$ cat src/rtl/pipeline_hazard_ctrl_pkg.sv
// pipeline_hazard_ctrl_pkg: shared state encodings, control bundle and hazard helper.
//   hz_state_e  FSM encodings RUN/MEM_WAIT/ERROR (2'd3 is illegal)
//   hz_ctrl_t   packed stall/flush bundle, MSB first:
//               pc_stall, if_id_stall, if_id_flush, id_ex_stall, id_ex_flush, ex_mem_stall, mem_wb_flush
//   CTRL_*      output patterns for each priority level
//   load_use()  load-use hazard detector
package pipeline_hazard_ctrl_pkg;

    typedef enum logic [1:0] {
        HZ_RUN      = 2'd0,
        HZ_MEM_WAIT = 2'd1,
        HZ_ERROR    = 2'd2,
        HZ_ILLEGAL  = 2'd3
    } hz_state_e;

    typedef struct packed {
        logic pc_stall;
        logic if_id_stall;
        logic if_id_flush;
        logic id_ex_stall;
        logic id_ex_flush;
        logic ex_mem_stall;
        logic mem_wb_flush;
    } hz_ctrl_t;

    localparam hz_ctrl_t CTRL_IDLE     = 7'b000_0000;
    // Whole front of the pipe holds; MEM_WB gets a bubble so WB is not repeated.
    localparam hz_ctrl_t CTRL_FREEZE   = 7'b110_1011;
    localparam hz_ctrl_t CTRL_BRANCH   = 7'b001_0100;
    localparam hz_ctrl_t CTRL_LOAD_USE = 7'b110_0100;

    // x0 is never a real producer, so a load to x0 can never create a hazard.
    function automatic logic load_use(
        input logic [4:0] rs1,
        input logic [4:0] rs2,
        input logic       use_rs1,
        input logic       use_rs2,
        input logic [4:0] rd,
        input logic       mem_read
    );
        return mem_read && (rd != 5'd0) &&
               ((use_rs1 && (rs1 == rd)) || (use_rs2 && (rs2 == rd)));
    endfunction

endpackage

$ cat src/rtl/pipeline_hazard_ctrl_if.sv
// pipeline_hazard_ctrl_if: pipeline <-> hazard controller signal bundle.
//   pipeline -> ctrl: id_rs1/id_rs2/id_use_rs1/id_use_rs2, ex_rd, ex_mem_read, ex_br_taken,
//                     mem_req, mem_ready
//   ctrl -> pipeline: pc_stall, if_id_stall/flush, id_ex_stall/flush, ex_mem_stall, mem_wb_flush,
//                     mem_err, state, stall_cnt, flush_cnt
//   master = pipeline side, slave = controller side
interface pipeline_hazard_ctrl_if #(
    parameter int CNT_W = 32
);
    logic [4:0]       id_rs1;
    logic [4:0]       id_rs2;
    logic             id_use_rs1;
    logic             id_use_rs2;
    logic [4:0]       ex_rd;
    logic             ex_mem_read;
    logic             ex_br_taken;
    logic             mem_req;
    logic             mem_ready;
    logic             pc_stall;
    logic             if_id_stall;
    logic             if_id_flush;
    logic             id_ex_stall;
    logic             id_ex_flush;
    logic             ex_mem_stall;
    logic             mem_wb_flush;
    logic             mem_err;
    logic [1:0]       state;
    logic [CNT_W-1:0] stall_cnt;
    logic [CNT_W-1:0] flush_cnt;

    modport master (
        output id_rs1, id_rs2, id_use_rs1, id_use_rs2, ex_rd, ex_mem_read, ex_br_taken,
               mem_req, mem_ready,
        input  pc_stall, if_id_stall, if_id_flush, id_ex_stall, id_ex_flush, ex_mem_stall,
               mem_wb_flush, mem_err, state, stall_cnt, flush_cnt
    );

    modport slave (
        input  id_rs1, id_rs2, id_use_rs1, id_use_rs2, ex_rd, ex_mem_read, ex_br_taken,
               mem_req, mem_ready,
        output pc_stall, if_id_stall, if_id_flush, id_ex_stall, id_ex_flush, ex_mem_stall,
               mem_wb_flush, mem_err, state, stall_cnt, flush_cnt
    );
endinterface

$ cat src/rtl/pipeline_hazard_ctrl_sat_counter.sv
// pipeline_hazard_ctrl_sat_counter: W-bit event counter that sticks at all-ones.
//   clk    system clock
//   rst    synchronous active-high clear
//   inc_i  count this cycle
//   q_o    current count
module pipeline_hazard_ctrl_sat_counter #(
    parameter int W = 32
) (
    input  logic         clk,
    input  logic         rst,
    input  logic         inc_i,
    output logic [W-1:0] q_o
);
    logic [W-1:0] q_q;

    always_ff @(posedge clk) begin
        if (rst) q_q <= '0;
        else if (inc_i && !(&q_q)) q_q <= q_q + W'(1);
    end

    assign q_o = q_q;
endmodule

$ cat src/rtl/pipeline_hazard_ctrl.sv
// pipeline_hazard_ctrl: stall/flush scheduler for the 5-stage pipeline.
//   clk    system clock, rising edge
//   rst    synchronous active-high reset
//   hz_io  slave side of pipeline_hazard_ctrl_if: hazard inputs in, stall/flush controls,
//          sticky mem_err, FSM state and saturating stall/flush statistics out
// Stall/flush outputs are combinational; state and mem_err are registered.
module pipeline_hazard_ctrl
    import pipeline_hazard_ctrl_pkg::*;
#(
    parameter int MEM_TIMEOUT = 256,
    parameter int CNT_W       = 32
) (
    input  logic                  clk,
    input  logic                  rst,
    pipeline_hazard_ctrl_if.slave hz_io
);
    localparam int TW = (MEM_TIMEOUT > 1) ? $clog2(MEM_TIMEOUT) : 1;

    hz_state_e state_q;
    logic [TW-1:0] tmo_q;
    logic mem_err_q;
    logic freeze;
    logic lu;
    logic timeout_hit;
    hz_ctrl_t ctrl;

    assign lu = load_use(hz_io.id_rs1, hz_io.id_rs2, hz_io.id_use_rs1, hz_io.id_use_rs2,
                         hz_io.ex_rd, hz_io.ex_mem_read);

    // A same-cycle mem_ready completes the access without any freeze.
    assign freeze = (state_q == HZ_RUN && hz_io.mem_req && !hz_io.mem_ready) ||
                    (state_q == HZ_MEM_WAIT && !hz_io.mem_ready) ||
                    (state_q == HZ_ERROR);

    assign timeout_hit = (MEM_TIMEOUT != 0) && (tmo_q == TW'(MEM_TIMEOUT - 1));

    // Branch beats load-use: the dependent instruction is on the wrong path.
    // A branch seen during freeze is simply re-presented by the held EX stage later.
    assign ctrl = rst         ? CTRL_IDLE :
                  freeze      ? CTRL_FREEZE :
                  hz_io.ex_br_taken ? CTRL_BRANCH :
                  lu          ? CTRL_LOAD_USE : CTRL_IDLE;

    always_ff @(posedge clk) begin
        if (rst) begin
            state_q   <= HZ_RUN;
            tmo_q     <= '0;
            mem_err_q <= 1'b0;
        end else begin
            case (state_q)
                HZ_RUN: begin
                    if (hz_io.mem_req && !hz_io.mem_ready) begin
                        state_q <= HZ_MEM_WAIT;
                        tmo_q   <= '0;
                    end
                end
                HZ_MEM_WAIT: begin
                    if (hz_io.mem_ready) begin
                        state_q <= HZ_RUN;
                    end else if (timeout_hit) begin
                        state_q   <= HZ_ERROR;
                        mem_err_q <= 1'b1;
                    end else begin
                        tmo_q <= tmo_q + TW'(1);
                    end
                end
                HZ_ERROR: mem_err_q <= 1'b1;
                default:  state_q   <= HZ_RUN;
            endcase
        end
    end

    assign hz_io.pc_stall     = ctrl.pc_stall;
    assign hz_io.if_id_stall  = ctrl.if_id_stall;
    assign hz_io.if_id_flush  = ctrl.if_id_flush;
    assign hz_io.id_ex_stall  = ctrl.id_ex_stall;
    assign hz_io.id_ex_flush  = ctrl.id_ex_flush;
    assign hz_io.ex_mem_stall = ctrl.ex_mem_stall;
    assign hz_io.mem_wb_flush = ctrl.mem_wb_flush;
    assign hz_io.mem_err      = mem_err_q;
    assign hz_io.state        = state_q;

    pipeline_hazard_ctrl_sat_counter #(.W(CNT_W)) u_stall_cnt (
        .clk   (clk),
        .rst   (rst),
        .inc_i (ctrl.pc_stall),
        .q_o   (hz_io.stall_cnt)
    );

    pipeline_hazard_ctrl_sat_counter #(.W(CNT_W)) u_flush_cnt (
        .clk   (clk),
        .rst   (rst),
        .inc_i (ctrl.if_id_flush),
        .q_o   (hz_io.flush_cnt)
    );
endmodule

$ cat src/flat_wrapper.sv
// flat-port wrapper written by rule: the top's interface ports become plain ports
module pipeline_hazard_ctrl_flat import pipeline_hazard_ctrl_pkg::*;
#(
    parameter int MEM_TIMEOUT = 256,
    parameter int CNT_W       = 32
)
  (clk, rst, hz_io_id_rs1, hz_io_id_rs2, hz_io_id_use_rs1, hz_io_id_use_rs2, hz_io_ex_rd, hz_io_ex_mem_read, hz_io_ex_br_taken, hz_io_mem_req, hz_io_mem_ready, hz_io_pc_stall, hz_io_if_id_stall, hz_io_if_id_flush, hz_io_id_ex_stall, hz_io_id_ex_flush, hz_io_ex_mem_stall, hz_io_mem_wb_flush, hz_io_mem_err, hz_io_state, hz_io_stall_cnt, hz_io_flush_cnt);
  pipeline_hazard_ctrl_if #(.CNT_W(CNT_W)) hz_io_i ();
  input  logic clk;
  input  logic rst;
  input wire logic [$bits(hz_io_i.id_rs1)-1:0] hz_io_id_rs1;
  input wire logic [$bits(hz_io_i.id_rs2)-1:0] hz_io_id_rs2;
  input wire logic [$bits(hz_io_i.id_use_rs1)-1:0] hz_io_id_use_rs1;
  input wire logic [$bits(hz_io_i.id_use_rs2)-1:0] hz_io_id_use_rs2;
  input wire logic [$bits(hz_io_i.ex_rd)-1:0] hz_io_ex_rd;
  input wire logic [$bits(hz_io_i.ex_mem_read)-1:0] hz_io_ex_mem_read;
  input wire logic [$bits(hz_io_i.ex_br_taken)-1:0] hz_io_ex_br_taken;
  input wire logic [$bits(hz_io_i.mem_req)-1:0] hz_io_mem_req;
  input wire logic [$bits(hz_io_i.mem_ready)-1:0] hz_io_mem_ready;
  output wire logic [$bits(hz_io_i.pc_stall)-1:0] hz_io_pc_stall;
  output wire logic [$bits(hz_io_i.if_id_stall)-1:0] hz_io_if_id_stall;
  output wire logic [$bits(hz_io_i.if_id_flush)-1:0] hz_io_if_id_flush;
  output wire logic [$bits(hz_io_i.id_ex_stall)-1:0] hz_io_id_ex_stall;
  output wire logic [$bits(hz_io_i.id_ex_flush)-1:0] hz_io_id_ex_flush;
  output wire logic [$bits(hz_io_i.ex_mem_stall)-1:0] hz_io_ex_mem_stall;
  output wire logic [$bits(hz_io_i.mem_wb_flush)-1:0] hz_io_mem_wb_flush;
  output wire logic [$bits(hz_io_i.mem_err)-1:0] hz_io_mem_err;
  output wire logic [$bits(hz_io_i.state)-1:0] hz_io_state;
  output wire logic [$bits(hz_io_i.stall_cnt)-1:0] hz_io_stall_cnt;
  output wire logic [$bits(hz_io_i.flush_cnt)-1:0] hz_io_flush_cnt;
  assign hz_io_i.id_rs1 = hz_io_id_rs1;
  assign hz_io_i.id_rs2 = hz_io_id_rs2;
  assign hz_io_i.id_use_rs1 = hz_io_id_use_rs1;
  assign hz_io_i.id_use_rs2 = hz_io_id_use_rs2;
  assign hz_io_i.ex_rd = hz_io_ex_rd;
  assign hz_io_i.ex_mem_read = hz_io_ex_mem_read;
  assign hz_io_i.ex_br_taken = hz_io_ex_br_taken;
  assign hz_io_i.mem_req = hz_io_mem_req;
  assign hz_io_i.mem_ready = hz_io_mem_ready;
  assign hz_io_pc_stall = hz_io_i.pc_stall;
  assign hz_io_if_id_stall = hz_io_i.if_id_stall;
  assign hz_io_if_id_flush = hz_io_i.if_id_flush;
  assign hz_io_id_ex_stall = hz_io_i.id_ex_stall;
  assign hz_io_id_ex_flush = hz_io_i.id_ex_flush;
  assign hz_io_ex_mem_stall = hz_io_i.ex_mem_stall;
  assign hz_io_mem_wb_flush = hz_io_i.mem_wb_flush;
  assign hz_io_mem_err = hz_io_i.mem_err;
  assign hz_io_state = hz_io_i.state;
  assign hz_io_stall_cnt = hz_io_i.stall_cnt;
  assign hz_io_flush_cnt = hz_io_i.flush_cnt;
  pipeline_hazard_ctrl #(.MEM_TIMEOUT(MEM_TIMEOUT), .CNT_W(CNT_W)) u_core (.clk(clk), .rst(rst), .hz_io(hz_io_i));
endmodule
$ cat config.mk
export PLATFORM = sky130hd
export DESIGN_NAME = pipeline_hazard_ctrl_flat
export DESIGN_NICKNAME = d
export VERILOG_FILES = /design/src/rtl/pipeline_hazard_ctrl_pkg.sv /design/src/rtl/pipeline_hazard_ctrl_if.sv /design/src/rtl/pipeline_hazard_ctrl_sat_counter.sv /design/src/rtl/pipeline_hazard_ctrl.sv /design/src/flat_wrapper.sv
export SDC_FILE = /design/constraint.sdc
export NUM_CORES = 1
export LEC_CHECK = 0
export CAP_MARGIN = 40
export CORE_UTILIZATION = 41
export DETAILED_ROUTE_END_ITERATION = 16
export PLACE_DENSITY_LB_ADDON = 0.1
export SYNTH_ARGS = -nofsm -noshare
export SYNTH_HDL_FRONTEND = slang
export SYNTH_SLANG_ARGS = --single-unit
export TNS_END_PERCENT = 20
$ cat constraint.sdc
create_clock -name clk -period 6.6 [get_ports clk]
set_input_delay 0.66 -clock clk [delete_from_list [all_inputs] [get_ports clk]]
set_output_delay 0.66 -clock clk [all_outputs]
set_load 0.1 [all_outputs]
==> impl_metrics.ini, run 1 <==
; synthesis and place-and-route metrics
[outcome]
status = finished, final reports clean

[critical_path]
slowest_delay_ns = 0.65
startpoint = hz_io_ex_rd[0]
worstPathArrival_ns = 3.34
crit_fanout = 11
rrSetupSlack_ns = 3.57
crit_family = buffers and inverters
crit_path_cell_trace = clkdlybuf4s50_1 -> or4_1 -> o21a_1 -> a31oi_1 -> inv_1 -> clkdlybuf4s50_1 -> buf_8
reg2reg_depth = 6
r2r-end = u_core.u_stall_cnt.q_o[15]$_SDFFE_PP0P_
reg2reg_from = u_core.u_stall_cnt.q_o[2]$_SDFFE_PP0P_

[route]
drtIter0Drc = 151
vias = 4028
post_drt_wl_per_cell_um = 14.99
wl_met2_um = 5465

[floorplan]
chipArea_mm2 = 0.009778
dieHeight_um = 98.89

[timing]
fmax_mhz = 250.1
final-hold-violation-count = 0

[place]
place_inst = 710
gp_routability_congestion = 0.7962

[final_layout]
largestClassByArea = logic gates
regArea_mm2 = 0.001501
buf_share_pct = 34.11

[yosys]
yosysTopAreaCell = dfxtp_1
ff_type = dfxtp_1
yosys-top-cells-area = dfxtp_1, xor2_1, nor2_1
yosysUniqueCellTypes = 54

[global_route]
grt_overflow = 0
grt_max_degree = 60
antenna_found_initial = 0

[clocking]
cts_sinks = 75
cts_made_buffers = 9

[job]
openroad.warnings = 26

[power_and_ir_drop]
ir_worst_vdd_mv = 0.1149
combPwrFrac_pct = 10.0
p_sw_share_pct = 23.67
-- run 1: synth_stat cells, types with 5 or more instances --
cell type / n
nand2_1: 36
and3_1: 10
mux2i_1: 8
or3_1: 14
nor3_1: 11
inv_1: 7
clkbuf_1: 14
o21ai_0: 12
nor2_1: 46
and2_1: 5
dfxtp_1: 75
nand4_1: 26
nor4_1: 6
buf_4: 5
xnor2_1: 17
xor2_1: 24
o31ai_1: 14
nand3_1: 28
or4_1: 11
a21oi_1: 27
and4_1: 8
-- run 1: power by group through the flow --
| stage | clock network, uW | registers, uW | logic [uW] |
|---|---|---|---|
| detailed placement | 0 | 467 | 98.7 |
| global route | 461 | 457 | 104 |
| floorplan | 0 | 475 | 49.7 |
| CTS | 438 | 456 | 99.2 |
| global placement | 0 | 467 | 83.9 |
| finish | 432 | 456 | 98.3 |
-- run 1: per-stage QoR --
stage	util [%]	setup slack, ns	area (um^2)	total power [uW]	hold WS (ns)
after floorplan	-	2.523	3849	525.2	0.4493
after global placement	54.17	2.323	4816	550.7	0.4512
after detailed placement	67.17	2.597	5972	565.6	0.4732
after CTS	69.88	2.573	6213	993.8	0.4849
after global routing	69.88	2.439	6213	1021	0.5012
final	69.88	2.601	6213	986.5	0.4802
-- run 1: cells by family (layout without fill, tap and decap cells) --
kind of cell | after synthesis | count (layout) | share of synthesized area, %
AND/OR/NAND/NOR | 222 | 222 | 31.89
flip-flops | 75 | 75 | 39.01
multiplexers | 9 | 9 | 2.373
XOR/XNOR | 41 | 41 | 9.330
buffers and inverters | 32 | 195 | 4.096
adder cells (fa/ha/maj) | 3 | 3 | 0.9754
AND-OR/OR-AND | 73 | 73 | 12.32
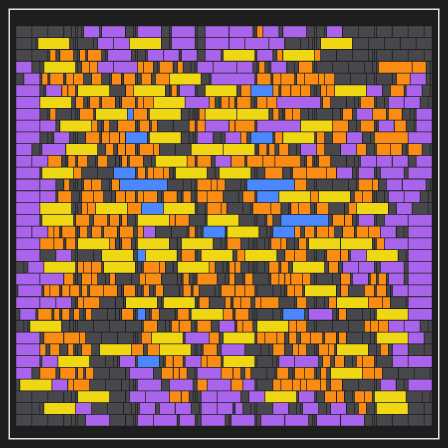
(run_1/placement_by_type.png)
Fill, decap, tap and diode cells in grey.
[clock drivers and dummy loads] blue | cells: 16 | share of their area: 4.0%
[combinational and other logic] orange | cells: 355 | share of their area: 36%
[remaining buffers and delay cells] purple | cells: 172 | share of their area: 35%
[sequential cells] yellow | cells: 75 | share of their area: 25%
row cnt: 34
Final Core Density: 69.88%
Seq area share: 24.16%
core area: 0.008891 mm^2

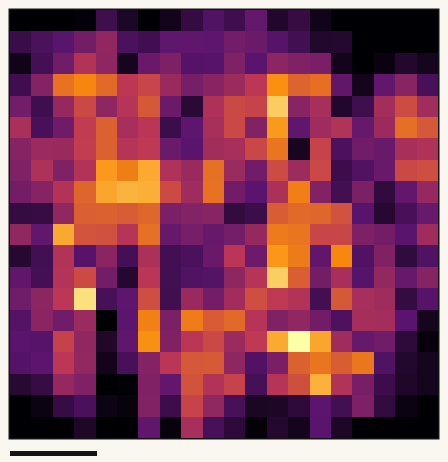
(run_1/metal_density.png)
The bar under the picture is 20 um long. The die is cut into 20 by 20 equal tiles; black is low, pale yellow is high, scaled to the fullest tile. Values are wire area over tile area, all layers added.
nearly empty tiles: 8.0%
tiles over half the peak: 22%
fullest tile: 0.51
mean over tiles: 0.18

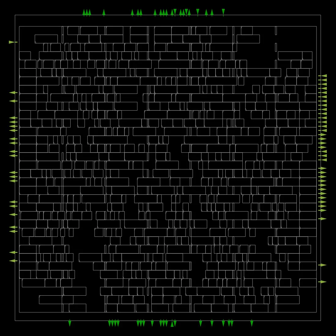
(run_1/placement.png)
Non-Filler Instances: 726
count of flip-flops and latches: 75
# fillers: 684
tap cells: 108

==> run 2: changes to the inputs <==
Clock period 6.6 ns to 4 ns, I/O delays scaled along.
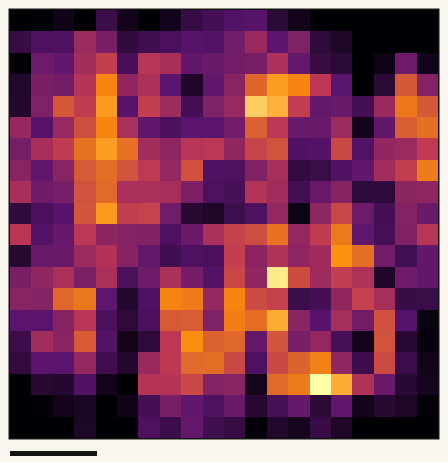
(run_2/metal_density.png)
The bar under the picture is 20 um long. The die is cut into 20 by 20 equal tiles; black is low, pale yellow is high, scaled to the fullest tile. Values are wire area over tile area, all layers added.
mean over tiles: 0.17
fullest tile: 0.52
tiles over half the peak: 22%
emptiest ninth of the die: lower left
nearly empty tiles: 8.5%
Overall Global Routing Usage: 22.20%
Detailed Route WL: 10540 um

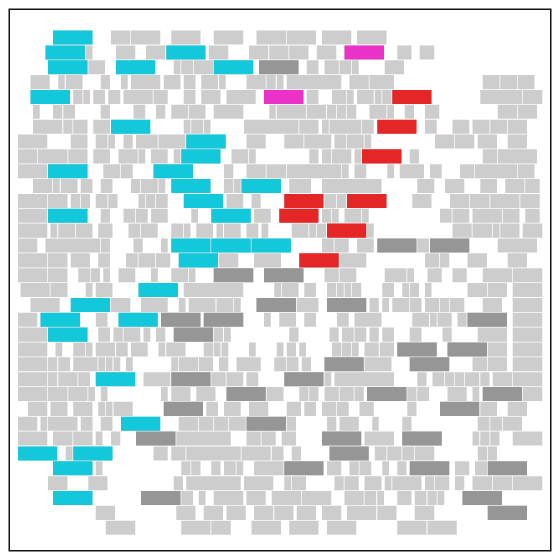
(run_2/flops_by_reg.png)
Other sequential cells in the stronger grey, the rest of the logic in the fainter grey.
[u_core.u_flush_cnt.q_o] cyan | sequential cells: 32
[u_core.tmo_q] red | sequential cells: 8
[u_core.hz_io.state] magenta | sequential cells: 2
Seq area share: 24.37%
Final Core Density: 69.31%
P_seq: 753 uW

==> run 2 against run 1 <==
Global-route usage is 0.86 points lower. Setup slack worse by 1.8 ns. Final cell count is 0.96% lower. Synthesized area stayed put. Non-clock buffer count is 6 lower. Largest cell class unchanged. Largest power group unchanged.
==> impl_metrics.ini, run 2 <==
; synthesis and place-and-route metrics
[critical_path]
crit_fanout = 11
slowest_delay_ns = 0.66
reg2reg_from = u_core.u_stall_cnt.q_o[2]$_SDFFE_PP0P_
reg2reg_depth = 6
rrSetupSlack_ns = 1.04
worstPathArrival_ns = 2.80
r2r-end = u_core.u_stall_cnt.q_o[10]$_SDFFE_PP0P_
crit_path_cell_trace = clkdlybuf4s50_1 -> or4_1 -> o21a_1 -> a31oi_1 -> inv_1 -> buf_12
crit_family = buffers and inverters

[power_and_ir_drop]
power_uw = 1588
maxPowerGroup = registers
ir_worst_vdd_mv = 0.2126
pg_clk_uw = 685
p_comb_uw = 149
p_sw_share_pct = 23.65
power_frac_seq_pct = 47.4

[place]
gp_routability_congestion = 0.8155
dp_slack_ns = 0.7870
port_buffers = 96

[route]
drtIter0Drc = 126
vias = 3974
post_drt_wl_per_cell_um = 14.66
wl_met2_um = 5223

[outcome]
status = finished, final reports clean

[timing]
final-hold-violation-count = 0
grt_setup_unrepaired = false
fmax_mhz = 312.5
slew_viol_final = 0
holdWs_ns = 0.4495
fin_ws_ns = 0.8000

[final_layout]
regArea_mm2 = 0.001501
fillCellCount = 698

[yosys]
ys_ff = 75
top_cells_by_count = dfxtp_1, nor2_1, nand2_1
yosysUniqueCellTypes = 54
ff_type = dfxtp_1
yosysMostFrequentCell = dfxtp_1
yosys-top-cells-area = dfxtp_1, xor2_1, nor2_1
yosysTopAreaCell = dfxtp_1

[floorplan]
chipArea_mm2 = 0.009778
row_count = 34
dieHeight_um = 98.89
core-area_mm2 = 0.008891

[clocking]
cts_sinks = 75
cts_made_buffers = 9
post_cts_resized = 0

[global_route]
grt_max_degree = 60
grt_overflow = 0
antenna_found_initial = 0

[job]
openroad.warnings = 26
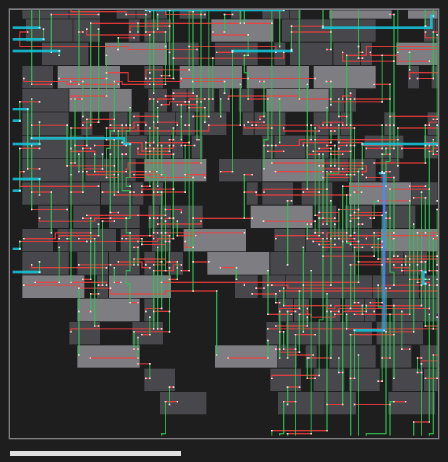
(run_2/detail.png)
The bar under the picture is 20 um long. Window x 0 to 50, y 0 to 50 um. Cells in grey, sequential cells in the stronger grey; small squares are vias.
[metal 1] red
[metal 2] green
[metal 3] cyan
[metal 4] blue
most frequent: dfxtp_1 (21), clkdlybuf4s50_1 (20), nand2_1 (18)
cells with their middle in the window: 147
sequential cells in the window: 21
netlist names of flops here include: u_core.u_flush_cnt.q_o (11), u_core.u_stall_cnt.q_o (10)

run 2: layout make-up:
type	count	area share (%)
sequential	75	24.37
clock buffer	10	2.071
timing repair buffer	166	33.75
inverter	7	0.4264
tap	108	2.193
clock inverter	5	1.665
multi-input combinational	348	35.53
run 2: through the flow:
step | area (um^2) | instances | utilization [%]
5_1_grt | 6162 | 719 | 69.31
4_1_cts | 6162 | 719 | 69.31
3_3_place_gp | 4831 | 636 | 54.33
3_5_place_dp | 5932 | 704 | 66.72
2_1_floorplan | 3849 | 455 | -
6_report | 6162 | 719 | 69.31
run 2: routing by layer:
layer | track usage, % | vias up
met1 | 27.73 | 1881
met3 | 4.752 | 10
li1 | - | 1971
met4 | 7.003 | 0
met5 | 0 | -
met2 | 38.14 | 112
run 2: worst max-delay path by stage:
stage / startpoint / end / slack, ns / cells after the start
CTS: hz_io_ex_rd[0] / hz_io_pc_stall / 0.78 / 6
global route: hz_io_ex_rd[0] / hz_io_pc_stall / 0.69 / 6
global placement: hz_io_ex_rd[0] / hz_io_pc_stall / 0.88 / 6
finish: hz_io_ex_rd[0] / hz_io_pc_stall / 0.80 / 6
detailed placement: hz_io_ex_rd[0] / hz_io_pc_stall / 0.79 / 6
floorplan: u_core.hz_io.state[1]$_SDFFE_PP0P_ / hz_io_id_ex_flush / 0.18 / 4
run 2: cell families after synthesis:
family	after synthesis	synth area share, %
AND-OR/OR-AND	73	12.32
XOR/XNOR	41	9.330
adder cells (fa/ha/maj)	3	0.9754
buffers and inverters	32	4.096
flip-flops	75	39.01
multiplexers	9	2.373
AND/OR/NAND/NOR	222	31.89
run 2: tightest hold or removal path, cell delays in order, from the launching register on:
cell and delay (ns):
dfxtp_1 0.32, inv_1 0.05, a21oi_1 0.05
Power and IR drop assume default switching activity.
